### config.mk
export PLATFORM = sky130hd
export DESIGN_NAME = ones_acc
export DESIGN_NICKNAME = d
export VERILOG_FILES = /design/src/rtl/ones_acc.sv
export SDC_FILE = /design/constraint.sdc
export NUM_CORES = 1
export LEC_CHECK = 0
export CORE_MARGIN = 5
export CORE_UTILIZATION = 54
export DETAILED_ROUTE_END_ITERATION = 12
export PLACE_DENSITY = 0.81
export SETUP_SLACK_MARGIN = 0.2
export SLEW_MARGIN = 0
export SYNTH_ARGS = -nofsm -noshare
export SYNTH_HDL_FRONTEND = slang
export SYNTH_SLANG_ARGS = --single-unit
### constraint.sdc
create_clock -name clk -period 2.6 [get_ports clk]
set_input_delay 0.52 -clock clk [delete_from_list [all_inputs] [get_ports clk]]
set_output_delay 0.52 -clock clk [all_outputs]
set_load 0.01 [all_outputs]
### src/rtl/ones_acc.sv
// Population-count stage: emits the number of set bits per word, or the
// saturating total over a frame of words, behind a single output register.
module ones_acc #(
    parameter int WIDTH = 16,
    parameter int ACC_W = 12
) (
    input  logic             clk,
    input  logic             rst,
    input  logic             in_valid,
    output logic             in_ready,
    input  logic [WIDTH-1:0] in_data,
    input  logic             in_last,
    input  logic             mode,
    output logic             out_valid,
    input  logic             out_ready,
    output logic [ACC_W-1:0] out_count,
    output logic             out_sat
);

    localparam logic [0:0] S_IDLE  = 1'b0;
    localparam logic [0:0] S_FRAME = 1'b1;

    localparam logic [ACC_W-1:0] ACC_MAX = {ACC_W{1'b1}};

    function automatic logic [ACC_W-1:0] popcount(input logic [WIDTH-1:0] d);
        logic [ACC_W-1:0] c;
        c = {ACC_W{1'b0}};
        for (int i = 0; i < WIDTH; i++) begin
            c = c + {{(ACC_W-1){1'b0}}, d[i]};
        end
        return c;
    endfunction

    logic [0:0]       state_q, state_d;
    logic [ACC_W-1:0] acc_q, acc_d;
    logic             flag_q, flag_d;
    logic             out_valid_q, out_valid_d;
    logic [ACC_W-1:0] out_count_q, out_count_d;
    logic             out_sat_q, out_sat_d;

    logic             beat_s;
    logic [ACC_W-1:0] pc_s;
    logic [ACC_W:0]   sum_s;
    logic             ovf_s;
    logic [ACC_W-1:0] sat_sum_s;

    assign in_ready  = !out_valid_q || out_ready;
    assign beat_s    = in_valid && in_ready;
    assign pc_s      = popcount(in_data);
    // One extra bit holds the carry; pc never exceeds ACC_MAX so this cannot overflow.
    assign sum_s     = {1'b0, acc_q} + {1'b0, pc_s};
    assign ovf_s     = sum_s[ACC_W];
    assign sat_sum_s = ovf_s ? ACC_MAX : sum_s[ACC_W-1:0];

    assign out_valid = out_valid_q;
    assign out_count = out_count_q;
    assign out_sat   = out_sat_q;

    // Next-state: frame tracking, saturating accumulation and output register load.
    always_comb begin
        state_d     = state_q;
        acc_d       = acc_q;
        flag_d      = flag_q;
        out_valid_d = out_valid_q && !out_ready;
        out_count_d = out_count_q;
        out_sat_d   = out_sat_q;
        if (beat_s) begin
            case (state_q)
                S_IDLE: begin
                    if (!mode || in_last) begin
                        out_valid_d = 1'b1;
                        out_count_d = pc_s;
                        out_sat_d   = 1'b0;
                    end else begin
                        acc_d   = pc_s;
                        flag_d  = 1'b0;
                        state_d = S_FRAME;
                    end
                end
                S_FRAME: begin
                    // mode is not consulted here: the frame type was fixed by its first word.
                    if (in_last) begin
                        out_valid_d = 1'b1;
                        out_count_d = sat_sum_s;
                        out_sat_d   = flag_q || ovf_s;
                        acc_d       = {ACC_W{1'b0}};
                        flag_d      = 1'b0;
                        state_d     = S_IDLE;
                    end else begin
                        acc_d  = sat_sum_s;
                        flag_d = flag_q || ovf_s;
                    end
                end
                default: begin
                    acc_d   = {ACC_W{1'b0}};
                    flag_d  = 1'b0;
                    state_d = S_IDLE;
                end
            endcase
        end else begin
            state_d = state_q;
        end
    end

    // State and output registers with asynchronous reset.
    always_ff @(posedge clk or posedge rst) begin
        if (rst) begin
            state_q     <= S_IDLE;
            acc_q       <= {ACC_W{1'b0}};
            flag_q      <= 1'b0;
            out_valid_q <= 1'b0;
            out_count_q <= {ACC_W{1'b0}};
            out_sat_q   <= 1'b0;
        end else begin
            state_q     <= state_d;
            acc_q       <= acc_d;
            flag_q      <= flag_d;
            out_valid_q <= out_valid_d;
            out_count_q <= out_count_d;
            out_sat_q   <= out_sat_d;
        end
    end

endmodule

==> deck_impl_summary.md, run 1 <==
Key Metrics from the Run

Status
  – Status: complete, but fails checks
  – Failing checks: negative setup slack

Final timing
  – Final period utilization: 179.8%
  – Worst setup margin: -2.076 ns
  – Final setup violation count: 26
  – Hold Worst Slack: 0.5060 ns
  – Post-route minimum period: 4.676 ns

Route
  – Pre-antenna DRT Iters: 5
  – Top Layer Used: met4
  – Initial DRC Count: 301

CTS
  – Clk_lat worst skew: 0.29 ns

Critical path
  – CP arrival: 4.90 ns
  – Worst-path cell chain: buf_2 > inv_2 > fa_1 > fa_1 > fa_2 > fa_2 > inv_2 > ha_4 > and3_4 > or3_4 > nand2_4 > inv_4 > ha_4 > a32oi_4 > nand2_4 > a32oi_2 > a22o_1
  – Critical Path Stages: 17
  – CP Capture Type: flop

Finish
  – Non-clock inverter count: 37
  – Filler cell count in the final layout: 211
  – Nets: 374
  – Logic area: 1745 um2

Yosys
  – Syn Inst Count: 248
  – Fa+ha+maj area frac: 15.94%
  – Cell Type Count: 61

Run
  – Max capacitance violation total: 0

Floorplanning
  – Init Core Util: 55.71%

Global route
  – Initial antenna violation count: 0
-- run 1: layout by cell type, fill, tap and decap left out, types with 4 or more instances in the layout --
cell              n
o211ai_1          9
nor2_1           11
inv_1            23
nand2_1          22
inv_2            11
ha_4              6
o21ai_2           4
buf_4            41
o21ai_1           6
clkdlybuf4s50_1  27
fa_2              4
fa_1              7
dfrtp_1          28
nand3_1           8
buf_2             5
a21oi_1           7
ha_1              5
a21oi_2           5
nand4_1           5
buf_6            10
and3_1            4
-- run 1: power breakdown --
group / switching [uW] / internal [uW]
Sequential: 83.5 / 519
Combinational: 1730 / 1740
Clock: 160 / 207
-- run 1: state kept, by name, indices dropped and copies added (netlist names) --
name       count
out_count     12
flag_q         1
out_valid      1
acc_q         12
state_q        1
out_sat        1
Fig. 1: run 1, placement by cell class
Drawn at 4 px/um.
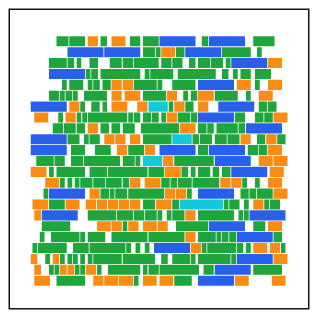
- other buffers and delay cells: orange (cells 84; share of their area 21%)
- all other logic: green (cells 213; share of their area 56%)
- clock drivers and dummy loads: cyan (cells 4; share of their area 2.1%)
- flip-flops: blue (cells 28; share of their area 21%)
fin util: 85.62%
Placeable Area: 4029 um2
sequential share of cell area: 20.31%

Fig. 2: run 1, routing congestion map
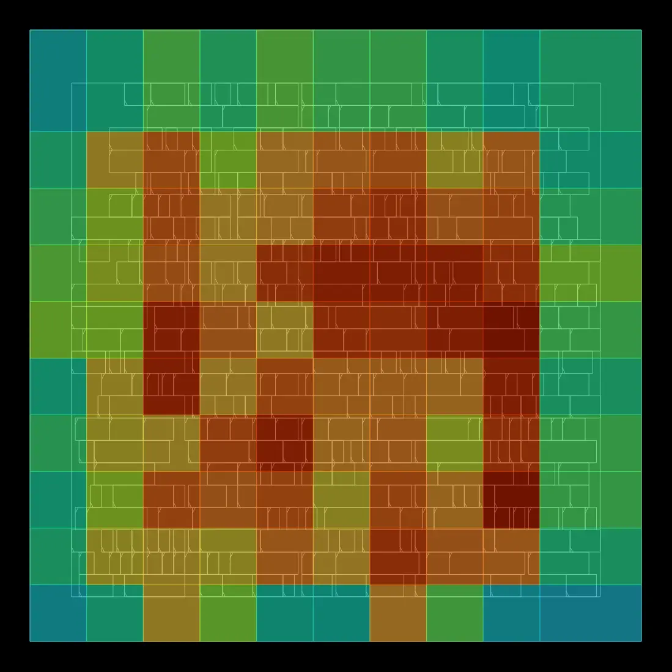
met2 Usage GRT: 49.46%
GRT Util Overall: 28.35%
met3 global-route usage: 3.784%
M1 GR Usage: 34.53%
DR WL/cell: 22.16 um

Fig. 3: run 1, ports around the boundary
Drawn at 6 px/um. Pins as bars across the die edge, other pins in grey.
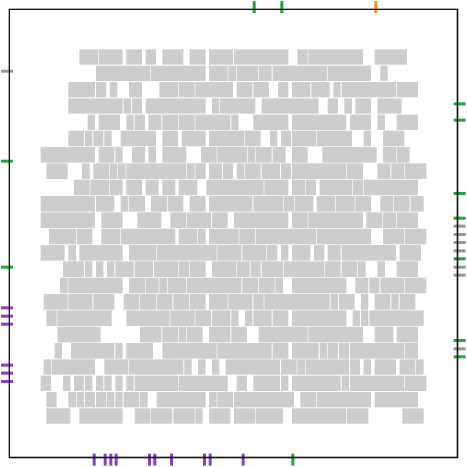
- out_count: green (pins 12; direction output; edge 7 right, 2 top, 2 left, 1 bottom)
- in_data: purple (pins 16; direction input; edge 10 bottom, 6 left)
- out_sat: orange (pins 1; direction output; edge top)
Die X: 74.47 um
Die H: 74.47 um
Port Buffers: 36

Fig. 4: run 1, gate-type map
Drawn at 4 px/um.
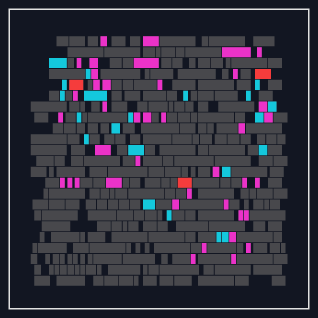
- multiplexers: red (cells 3; most used mux2i_1)
- NOR gates: cyan (cells 21; most used nor2_1)
- NAND gates: magenta (cells 40; most used nand2_1)
fraction of area in multi-input gates: 50.60%
Top cell excl fill/tap: buf_4
final std cells w/o fill: 379

Fig. 5: run 1, close-up of the layout
Window x 25 to 50, y 10 to 35 um. Cells in grey, sequential cells in the stronger grey; small squares are vias.
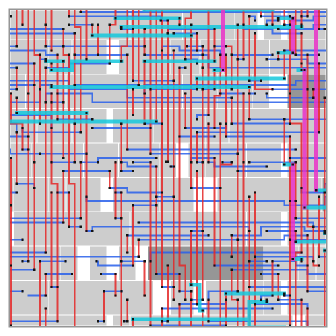

==> inputs of run 2 (changes only) <==
--- a/config.mk
+++ b/config.mk
@@ -7,7 +7,9 @@
 export LEC_CHECK = 0
 export CORE_MARGIN = 5
 export CORE_UTILIZATION = 54
+export CTS_CLUSTER_DIAMETER = 60
 export DETAILED_ROUTE_END_ITERATION = 12
+export GPL_TIMING_DRIVEN = 0
 export PLACE_DENSITY = 0.81
 export SETUP_SLACK_MARGIN = 0.2
 export SLEW_MARGIN = 0
Fig. 6: run 2, close-up of the layout
Window x 25 to 50, y 10 to 35 um. Cells in grey, sequential cells in the stronger grey; small squares are vias.
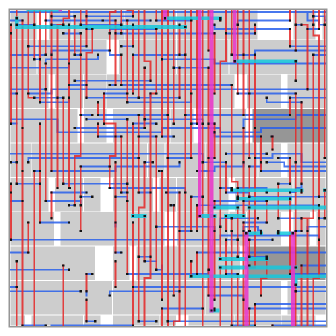
- met3: cyan
- met1: blue
- met2: red
- met4: magenta
- cells with their middle in the window: 50
- sequential cells in the window: 2
- most frequent: buf_6 (5)
- netlist names of flops here include: acc_q (2)

Fig. 7: run 2, ports around the boundary
Drawn at 6 px/um. Pins as bars across the die edge, other pins in grey.
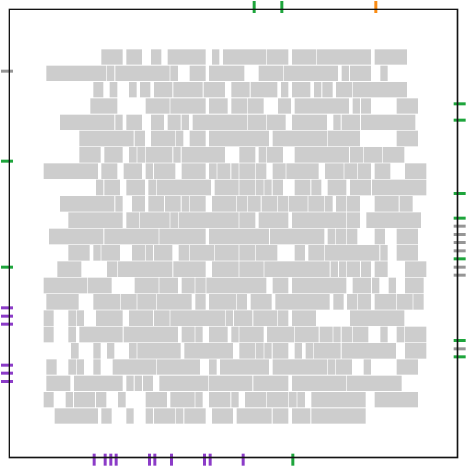
Port Buffers: 35

==> run 2 against run 1 <==
Net effect:
- the flow still finishes with violations (negative setup slack)
- clock skew rose by 0.0070 ns
- flip-flop count did not move
- area after synthesis did not move
- setup slack improved by 0.018 ns
- sequential power fell by 1%
- first-iteration DRC count rose by 10%
- highest routed layer unchanged
==> deck_impl_summary.md, run 2 <==
Key Metrics from the Run

Power and ir drop
  – Pint: 2150 uW
  – Clock-net power: 357 uW
  – Comb power: 3030 uW
  – Seq pwr: 596 uW
  – Clk pwr share: 9.0%
  – Comb power frac: 76.1%
  – Switching part of the total: 46.03%
  – Biggest consumer: combinational logic
  – Sequential share of power: 15.0%

Global route
  – Met2 Usage GRT: 40.98%
  – M1 GR Usage: 31.83%
  – Initial antenna violation count: 0
  – Met3 global-route usage: 4.054%
  – GRT Util Overall: 24.65%

Floorplanning
  – Die H: 74.47 um
  – Die X: 74.47 um
  – Init Core Util: 55.71%
  – Die ar.: 5546 um2
  – Placeable Area: 4029 um2

Critical path
  – CP Capture Type: flop
  – Worst-path cell chain: buf_6 > inv_2 > fa_1 > fa_2 > fa_2 > fa_1 > inv_2 > ha_4 > and3_4 > or3_4 > nand2_4 > inv_4 > ha_4 > a32oi_4 > buf_6 > a2111oi_4 > mux2i_1 > o21ai_1
  – Critical Path Stages: 18
  – Flop-to-flop setup slack: 0.41 ns

Final timing
  – Worst setup margin: -2.058 ns
  – Final setup violation count: 26
  – Final period utilization: 179.1%
  – Hold Worst Slack: 0.4931 ns

Yosys
  – Syn Inst Count: 248
  – Cell Type Count: 61
  – Synth top area share: 31.22%
  – Post-synth ARST share: 100.0%
  – Fa+ha+maj area frac: 15.94%

Route
  – DR WL/cell: 21.84 um
  – Pre-antenna DRT Iters: 6
  – Initial DRC Count: 332

Finish
  – Most frequent cells in the layout: dfrtp_1 (28), clkdlybuf4s50_1 (25), inv_1 (24)
  – Fin util: 81.24%
  – Filler cell count in the final layout: 242
  – Top cell excl fill/tap: dfrtp_1
  – Final std cells w/o fill: 360
  – Nets: 355

Status
  – Status: complete, but fails checks
  – Failing checks: negative setup slack

CTS
  – H-Tree Level Count: 1
-- run 2: routing by layer --
layer	vias to the layer above	wire [um]
li1	1016	-
met1	1146	2900
met2	202	3937
met3	44	670
met4	0	354
met5	-	0
-- run 2: how the worst max path moves through the flow --
stage	slack, ns	endpoint
after floorplan	-1.94	out_count[10]
after global placement	-2.84	acc_q[8]
after detailed placement	-2.88	out_count[8]
after CTS	-2.07	acc_q[0]
after global routing	-2.19	out_count[10]
final	-2.06	out_count[10]
-- run 2: final cells by class --
class                      count  share of cell area, %
buffer                         8                  1.491
clock buffer                   3                  1.261
clock inverter                 1                 0.9174
inverter                      37                  4.549
multi-input combinational    176                  52.48
sequential                    28                  21.41
tap                           50                  1.911
timing repair buffer          57                  15.98
==> inputs of run 3 (changes only) <==
--- a/config.mk
+++ b/config.mk
@@ -11,7 +11,7 @@
 export DETAILED_ROUTE_END_ITERATION = 12
 export GPL_TIMING_DRIVEN = 0
 export PLACE_DENSITY = 0.81
-export SETUP_SLACK_MARGIN = 0.2
+export SETUP_SLACK_MARGIN = 0.3
 export SLEW_MARGIN = 0
 export SYNTH_ARGS = -nofsm -noshare
 export SYNTH_HDL_FRONTEND = slang
Fig. 8: run 3, placement by cell class
Drawn at 4 px/um.
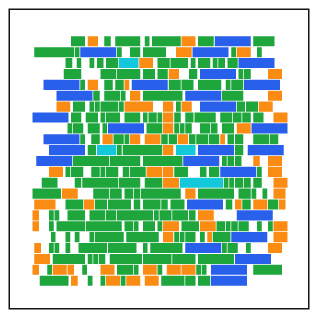
- all other logic: green (cells 213; share of their area 58%)
- clock drivers and dummy loads: cyan (cells 4; share of their area 2.2%)
- flip-flops: blue (cells 28; share of their area 22%)
- other buffers and delay cells: orange (cells 65; share of their area 18%)

==> run 3 against run 2 <==
Net effect:
- the run still ends with negative setup slack left
- cell count unchanged
- maximum frequency stayed put
- sequential power barely moved
- die size unchanged
- count of clock-buffer cells in the layout is the same
- first-iteration DRC count unchanged
- worst hold slack unchanged
- wire length unchanged
- sequential share of layout area unchanged
- total power unchanged
- setup slack stayed put
==> deck_impl_summary.md, run 3 <==
Key Metrics from the Run

Finish
  – Nets: 355
  – Fraction of area in multi-input gates: 52.48%
  – Non-clock buffers: 65
  – Sequential share of cell area: 21.41%
  – Signal buf overhead: 17.47%
  – Top cell excl fill/tap: dfrtp_1

Yosys
  – Synth top area share: 31.22%
  – Fa+ha+maj area frac: 15.94%

Route
  – Met2 WL: 3937 um
  – DR WL/cell: 21.84 um
  – Pre-antenna DRT Iters: 6

Placed design
  – Port Buffers: 35

Global route
  – Met3 global-route usage: 4.054%

Status
  – Status: complete, but fails checks
  – Failing checks: negative setup slack

CTS
  – Clk_lat worst skew: 0.29 ns

Final timing
  – Worst setup margin: -2.058 ns
  – Final setup violation count: 26

Critical path
  – CP arrival: 4.83 ns
  – Setup crit end: out_count[10]

Floorplanning
  – Die X: 74.47 um
  – Die ar.: 5546 um2
Fig. 9: run 3, close-up of the layout
Window x 25 to 50, y 10 to 35 um. Cells in grey, sequential cells in the stronger grey; small squares are vias.
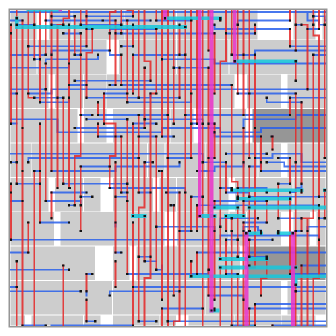

==> run 3: cells by family after synthesis <==
logic type	after synthesis
buf+inv	45
mux	3
fa+ha+maj	22
simple gates	74
flops	28
xor+xnor	3
compound gates	73
==> run 3: report_power, final <==
part | leakage [uW] | switching [uW] | internal, uW | total (uW)
clock network | 0.0000357 | 151 | 207 | 357
logic | 0.000990 | 1610 | 1420 | 3030
registers | 0.000374 | 76.4 | 519 | 596
==> run 3: timing repair <==
item                       4_1_cts  5_1_grt
cloned                           2        0
setup endpoints to repair       27       26
resized                         57       39
pin swaps                       26       25
setup buffers                    7       14
hold buffers                     0        0
No activity file was given, so power comes from the tool's default toggle rates.
